File: src/rtl/scoreboard_pkg.sv
// Shared types and helpers for the scoreboard core: FSM states, point values, team-index width.
package scoreboard_pkg;

    typedef enum logic [2:0] {
        IDLE       = 3'd0,
        RUN        = 3'd1,
        PAUSE      = 3'd2,
        SHOT_STOP  = 3'd3,
        PERIOD_END = 3'd4,
        GAME_END   = 3'd5
    } state_e;

    localparam logic [1:0] ONE   = 2'd1;
    localparam logic [1:0] TWO   = 2'd2;
    localparam logic [1:0] THREE = 2'd3;

    function automatic int unsigned calc_team_w(input int unsigned n);
        return (n <= 2) ? 1 : $clog2(n);
    endfunction

endpackage

File: src/rtl/scoreboard_core_countdown_mmss.sv
// Loadable mm:ss down-counter; holds at 00:00 and flags zero. Load wins over decrement.
module countdown_mmss #(
    parameter int unsigned MIN_W   = 7,
    parameter int unsigned SEC_W   = 6,
    parameter int unsigned RST_MIN = 0,
    parameter int unsigned RST_SEC = 0
) (
    input  logic             i_clk,
    input  logic             i_rst_n,
    input  logic             i_load,
    input  logic [MIN_W-1:0] i_load_min,
    input  logic [SEC_W-1:0] i_load_sec,
    input  logic             i_dec,
    output logic [MIN_W-1:0] o_min,
    output logic [SEC_W-1:0] o_sec,
    output logic             o_zero
);

    logic [MIN_W-1:0] r_min;
    logic [SEC_W-1:0] r_sec;

    assign o_min  = r_min;
    assign o_sec  = r_sec;
    assign o_zero = (r_min == '0) && (r_sec == '0);

    always_ff @(posedge i_clk or negedge i_rst_n) begin
        if (!i_rst_n) begin
            r_min <= MIN_W'(RST_MIN);
            r_sec <= SEC_W'(RST_SEC);
        end else if (i_load) begin
            r_min <= i_load_min;
            r_sec <= i_load_sec;
        end else if (i_dec && !o_zero) begin
            if (r_sec == '0) begin
                r_min <= r_min - MIN_W'(1);
                r_sec <= SEC_W'(59);
            end else begin
                r_sec <= r_sec - SEC_W'(1);
            end
        end
    end

endmodule

File: src/rtl/scoreboard_core.sv
// Scoreboard core: N team scores, shot clock, mm:ss game clock, period FSM and buzzer.
// Optional SCORE_UNDO_EN adds an undo input backed by a one-deep last-score record.
module scoreboard_core
    import scoreboard_pkg::*;
#(
    parameter int unsigned NUM_TEAMS   = 2,
    parameter int unsigned SCORE_W     = 8,
    parameter int unsigned SHOT_SEC    = 24,
    parameter int unsigned GAME_MIN    = 10,
    parameter int unsigned NUM_PERIODS = 4,
    parameter int unsigned BUZZ_CYC    = 25000000,
    localparam int unsigned TEAM_W     = calc_team_w(NUM_TEAMS)
) (
    input  logic                         i_clk,
    input  logic                         i_sys_rst,
    input  logic                         i_tick_1hz,
    input  logic                         i_run_en,
    input  logic                         i_shot_reset,
    input  logic                         i_period_adv,
    input  logic                         i_clear_all,
    input  logic                         i_score_valid,
    input  logic [TEAM_W-1:0]            i_score_team,
    input  logic [1:0]                   i_score_pts,
`ifdef SCORE_UNDO_EN
    input  logic                         i_undo,
`endif
    output logic [NUM_TEAMS*SCORE_W-1:0] o_scores,
    output logic [6:0]                   o_shot_cnt,
    output logic [6:0]                   o_game_min,
    output logic [5:0]                   o_game_sec,
    output logic [3:0]                   o_period,
    output logic [2:0]                   o_state,
    output logic                         o_shot_expired,
    output logic                         o_game_end,
    output logic                         o_buzzer,
    output logic                         o_score_err
);

    localparam int unsigned SUM_W  = SCORE_W + 1;
    localparam int unsigned BUZZ_W = $clog2(BUZZ_CYC + 1);

    state_e              r_state, w_state_next;
    logic [3:0]          r_period;
    logic [BUZZ_W-1:0]   r_buzz_cnt;
    logic [SCORE_W-1:0]  r_scores [NUM_TEAMS];
    logic [SCORE_W-1:0]  w_scores_next [NUM_TEAMS];
    logic                r_score_err, w_err, w_score_ok;
    logic [6:0]          w_game_min, w_shot_sec;
    logic [5:0]          w_game_sec;
    logic                w_shot_min, w_shot_zero, w_game_zero;
    logic [2:0]          w_unused_cd;

    logic w_run_tick, w_shot_rld, w_adv, w_game_hit, w_shot_hit;

    assign w_run_tick = (r_state == RUN) && i_tick_1hz;
    assign w_shot_rld = i_shot_reset && (r_state != GAME_END);
    assign w_adv      = i_period_adv && (r_state == PERIOD_END);
    assign w_game_hit = w_run_tick && (w_game_min == '0) && (w_game_sec == 6'd1);
    // Game-clock expiry masks a coincident shot expiry; a reload also cancels it.
    assign w_shot_hit = w_run_tick && !w_shot_rld && (w_shot_sec == 7'd1) && !w_game_hit;
    assign w_unused_cd = {w_shot_min, w_shot_zero, w_game_zero};

    countdown_mmss #(
        .MIN_W   (7),
        .SEC_W   (6),
        .RST_MIN (GAME_MIN),
        .RST_SEC (0)
    ) u_game_clk (
        .i_clk      (i_clk),
        .i_rst_n    (i_sys_rst),
        .i_load     (i_clear_all || w_adv),
        .i_load_min (7'(GAME_MIN)),
        .i_load_sec (6'd0),
        .i_dec      (w_run_tick),
        .o_min      (w_game_min),
        .o_sec      (w_game_sec),
        .o_zero     (w_game_zero)
    );

    countdown_mmss #(
        .MIN_W   (1),
        .SEC_W   (7),
        .RST_MIN (0),
        .RST_SEC (SHOT_SEC)
    ) u_shot_clk (
        .i_clk      (i_clk),
        .i_rst_n    (i_sys_rst),
        .i_load     (i_clear_all || w_shot_rld || w_adv),
        .i_load_min (1'b0),
        .i_load_sec (7'(SHOT_SEC)),
        .i_dec      (w_run_tick),
        .o_min      (w_shot_min),
        .o_sec      (w_shot_sec),
        .o_zero     (w_shot_zero)
    );

    always_comb begin
        w_state_next = r_state;
        case (r_state)
            IDLE:       if (i_run_en) w_state_next = RUN;
            RUN: begin
                if (w_game_hit) begin
                    w_state_next = (32'(r_period) < NUM_PERIODS) ? PERIOD_END : GAME_END;
                end else if (w_shot_hit) begin
                    w_state_next = SHOT_STOP;
                end else if (!i_run_en) begin
                    w_state_next = PAUSE;
                end
            end
            PAUSE:      if (i_run_en) w_state_next = RUN;
            SHOT_STOP:  if (i_shot_reset) w_state_next = PAUSE;
            PERIOD_END: if (i_period_adv) w_state_next = IDLE;
            GAME_END:   w_state_next = GAME_END;
            default:    w_state_next = IDLE;
        endcase
        if (i_clear_all) w_state_next = IDLE;
    end

`ifdef SCORE_UNDO_EN
    logic              r_undo_vld;
    logic [TEAM_W-1:0] r_undo_team;
    logic [1:0]        r_undo_amt, w_new_amt;
    logic              w_undo_ok;
`endif

    always_comb begin
        logic [SUM_W-1:0] v_sum;
        v_sum         = '0;
        w_scores_next = r_scores;
        w_err         = 1'b0;
`ifdef SCORE_UNDO_EN
        w_new_amt = 2'd0;
        w_undo_ok = i_undo && r_undo_vld && (r_state != GAME_END);
        if (i_undo && !w_undo_ok) w_err = 1'b1;
        for (int t = 0; t < int'(NUM_TEAMS); t++) begin
            if (w_undo_ok && (TEAM_W'(t) == r_undo_team)) begin
                w_scores_next[t] = (r_scores[t] > SCORE_W'(r_undo_amt)) ?
                                   r_scores[t] - SCORE_W'(r_undo_amt) : '0;
            end
        end
`endif
        w_score_ok = i_score_valid && (i_score_pts inside {ONE, TWO, THREE}) &&
                     (32'(i_score_team) < NUM_TEAMS) && (r_state != GAME_END);
        if (i_score_valid && !w_score_ok) w_err = 1'b1;
        // Score is added on top of any same-cycle undo result.
        for (int t = 0; t < int'(NUM_TEAMS); t++) begin
            if (w_score_ok && (TEAM_W'(t) == i_score_team)) begin
                v_sum = {1'b0, w_scores_next[t]} + SUM_W'(i_score_pts);
`ifdef SCORE_UNDO_EN
                w_new_amt = 2'(v_sum[SCORE_W] ? {SCORE_W{1'b1}} - w_scores_next[t]
                                              : SCORE_W'(i_score_pts));
`endif
                w_scores_next[t] = v_sum[SCORE_W] ? '1 : v_sum[SCORE_W-1:0];
            end
        end
    end

    always_ff @(posedge i_clk or negedge i_sys_rst) begin
        if (!i_sys_rst) begin
            r_state     <= IDLE;
            r_period    <= 4'd1;
            r_buzz_cnt  <= '0;
            r_score_err <= 1'b0;
            for (int t = 0; t < int'(NUM_TEAMS); t++) r_scores[t] <= '0;
        end else if (i_clear_all) begin
            r_state     <= IDLE;
            r_period    <= 4'd1;
            r_buzz_cnt  <= '0;
            r_score_err <= 1'b0;
            for (int t = 0; t < int'(NUM_TEAMS); t++) r_scores[t] <= '0;
        end else begin
            r_state     <= w_state_next;
            r_score_err <= w_err;
            r_scores    <= w_scores_next;
            if (w_adv) r_period <= r_period + 4'd1;
            if (w_game_hit || w_shot_hit) begin
                r_buzz_cnt <= BUZZ_W'(BUZZ_CYC);
            end else if (r_buzz_cnt != '0) begin
                r_buzz_cnt <= r_buzz_cnt - BUZZ_W'(1);
            end
        end
    end

`ifdef SCORE_UNDO_EN
    always_ff @(posedge i_clk or negedge i_sys_rst) begin
        if (!i_sys_rst) begin
            r_undo_vld  <= 1'b0;
            r_undo_team <= '0;
            r_undo_amt  <= 2'd0;
        end else if (i_clear_all) begin
            r_undo_vld  <= 1'b0;
        end else if (w_score_ok) begin
            r_undo_vld  <= 1'b1;
            r_undo_team <= i_score_team;
            r_undo_amt  <= w_new_amt;
        end else if (w_undo_ok) begin
            r_undo_vld  <= 1'b0;
        end
    end
`endif

    for (genvar g = 0; g < int'(NUM_TEAMS); g++) begin : g_scores
        assign o_scores[g*SCORE_W +: SCORE_W] = r_scores[g];
    end

    assign o_shot_cnt     = w_shot_sec;
    assign o_game_min     = w_game_min;
    assign o_game_sec     = w_game_sec;
    assign o_period       = r_period;
    assign o_state        = r_state;
    assign o_shot_expired = (r_state == SHOT_STOP);
    assign o_game_end     = (r_state == GAME_END);
    assign o_buzzer       = (r_buzz_cnt != '0);
    assign o_score_err    = r_score_err;

endmodule

File: config.mk
export PLATFORM = sky130hd
export DESIGN_NAME = scoreboard_core
export DESIGN_NICKNAME = d
export VERILOG_FILES = /design/src/rtl/scoreboard_pkg.sv /design/src/rtl/scoreboard_core_countdown_mmss.sv /design/src/rtl/scoreboard_core.sv
export SDC_FILE = /design/constraint.sdc
export NUM_CORES = 1
export LEC_CHECK = 0
export CORE_MARGIN = 4
export CORE_UTILIZATION = 50
export DETAILED_ROUTE_END_ITERATION = 8
export GPL_TIMING_DRIVEN = 0
export PLACE_DENSITY = 0.7
export RECOVER_POWER = 50
export SLEW_MARGIN = 0
export SYNTH_ARGS = -nofsm -noshare
export SYNTH_HDL_FRONTEND = slang
export SYNTH_HIERARCHICAL = 1
export SYNTH_SLANG_ARGS = --single-unit
File: constraint.sdc
create_clock -name i_clk -period 7.1 [get_ports i_clk]
set_input_delay 1.42 -clock i_clk [delete_from_list [all_inputs] [get_ports i_clk]]
set_output_delay 1.42 -clock i_clk [all_outputs]
set_load 0.02 [all_outputs]
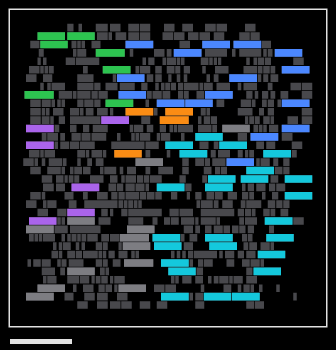
Figure 1: register map, names as in the netlist.
Bar = 20 um.
netlist name	color	placed flops
r_buzz_cnt	cyan	25
u_game_clk/o_sec	purple	6
u_game_clk/o_min	green	7
o_period	orange	4
o_scores	blue	16

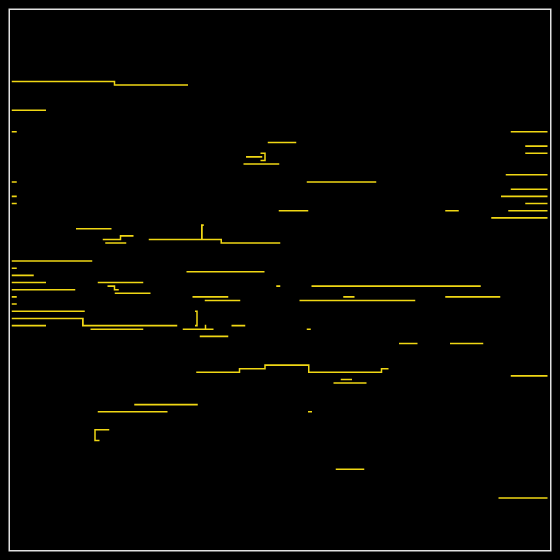
Figure 2: metal 3.
longest straight run	31.7 um
nets with wire on the layer	55

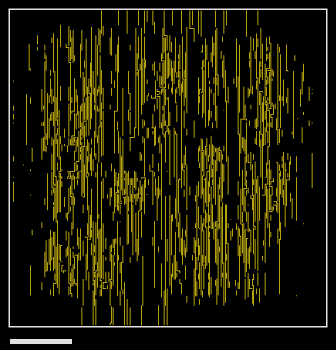
Figure 3: met2 routing.
Bar = 20 um.
nets with wire on the layer	493
share of all routed wire	52%
wire length on this layer	5,700 um

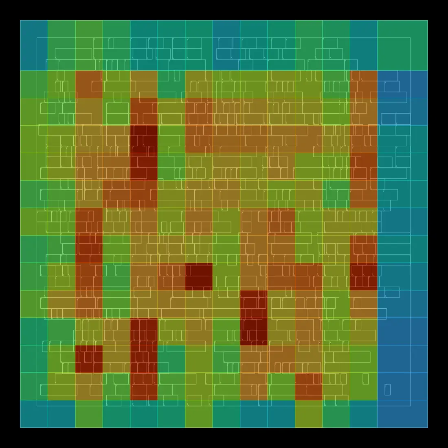
Figure 4: congestion heat map.
wire per inst: 16.4 um
global-route usage over all layers: 22.4%
final core utilization: 63.3%
met2 demand-to-capacity share in global routing: 39.6%

-- metrics by stage --
stage                     power, mW  std cells  setup WS, ps
after detailed placement       1.32        659          2790
after floorplan                1.12        493          3200
final                          1.75        675          2690
after CTS                      1.77        675          3010
after global placement         1.29        658          2080
after global routing           1.89        675          1860
-- layer usage --
layer  vias up  share of wire, %  GRT usage, %
met5         -                 0             0
met4         0              0.78          5.45
met3        10               4.7          5.60
met2        99                52          39.6
met1      1883                43          27.3
li1       1923                 -             -
-- state kept, by name (all words and copies together), names as in the netlist --
name / cells
o_score_err: 1
u_shot_clk/o_min: 1
r_buzz_cnt: 25
o_scores: 16
o_period: 4
u_game_clk/o_min: 7
u_game_clk/o_sec: 6
o_state: 3
u_shot_clk/o_sec: 7
==> flow_summary.ini <==
; generated from flow reports
[cts]
clk_latency_ps = 350
cts_resized = 0
ctsHoldBuffers = 0
tritoncts = built
buffers_from_clock_root_to_sink_at_most = 2
post_cts_buffers = 0
clockRootBuffer = sky130_fd_sc_hd__clkbuf_8

[critical_path]
startpoint_kind_of_the_worst_setup_timing_path = input pin
worstRegToRegCells = 6
critPathTopFamily = buffers and inverters
timing.critical_path.mode_cell = sky130_fd_sc_hd__clkbuf_1
worst_ep_arrival_time_ps = 4230
critical_path.endpoint = o_scores[15]
peak_fanout_along_the_critical_path = 54
cell_type_of_the_slowest_stage_on_the_worst_timing_path = sky130_fd_sc_hd__clkbuf_1
worst_r2r_startpoint = o_state[2]
crit_buf_inv = 2
crit_cells = 2
cp_slowest_stage_delay_ps = 2120
critical_path_required_ps = 6920
rr_endpoint = u_game_clk/o_min[4]
path_cells = clkbuf_1, clkbuf_1

[grt]
global_route.overflow_total = 0
initial_antenna_violation_count = 0
pin_count_of_the_biggest_net_entering_global_routing = 55
grt_pass1_vias = 3937
grt_pass1_wl_um = 18600

[floorplan]
die.size.x_um = 102
fp-utilization_pct = 51.2
core_sq_mm = 0.00868
io_pins = 58
chip_area_sq_mm = 0.0105
tap-cell-count = 108
row_count = 34

[finish]
final_cell_area_sq_mm = 0.00549
layout.cells.most_common_list = sky130_fd_sc_hd__dfrtp_1 (65), sky130_fd_sc_hd__nor2_1 (49), sky130_fd_sc_hd__clkdlybuf4s50_1 (36), sky130_fd_sc_hd__nand2_1 (29), sky130_fd_sc_hd__inv_1 (28)
multiInputGateArea_sq_mm = 0.00258
layout.non_clock_inverters = 29
num_antenna_cells = 0
clock_tree_area_fraction_pct = 4.92
flop-count = 70
nets = 588
non_clock_buffer_count_in_the_final_layout = 71
layout_top_cell = sky130_fd_sc_hd__dfrtp_1
clockBufferCount = 10
comb_area_share_pct = 47.0
sequential_cell_area_sq_mm = 0.00176
multi_input_comb_cells = 381

[logic_synthesis]
synth.avg_cell_area_sq_um = 9.38
synth.yosys.warnings = 6
synth_cells = 474

[routing]
final_antenna_net_count = 0
drt_pass1_iterations = 5
dr_total_vias = 3915
drc = 0
routed_via_density = 5.80
initialDrtViolationCount = 201
routed_wl_um = 11000

[run_status]
failed_checks = capacitance limit, slew limit
run_status = complete, but fails checks

[power_and_ir_drop]
power_report.internal_total_mw = 1.06
p_switching_mw = 0.697
comb_cell_power_mw = 0.739
switching_share_pct = 39.8
vdd_drop_max_mv = 0.215
power.share.sequential_pct = 33.0
part_of_the_total_power_dissipated_in_the_clock_network_pct = 24.8
power_per_cell_area_mw_per_mm2 = 319
combPwrFrac_pct = 42.2
maxPowerGroup = combinational logic
power_sequential_mw = 0.579

[final_timing]
report.final.slew_viol_count = 55
grt_setup_unrepaired = no
final_min_period_over_clock_period_pct = 62.1
worst_slew_pin_slew_ps = 2910
report.final.setup_viol = 0
clock_skews_ps = 13.9
min_period_ps = 4410

[placed_design]
routabilityCongestion = 0.830
numPortBuffers = 57

[min_path]
min_to = r_buzz_cnt[21]
min_path_type = register to register

[flow_run]
drv.max_cap_violation_count = 1
No activity file was given, so power comes from the tool's default toggle rates.
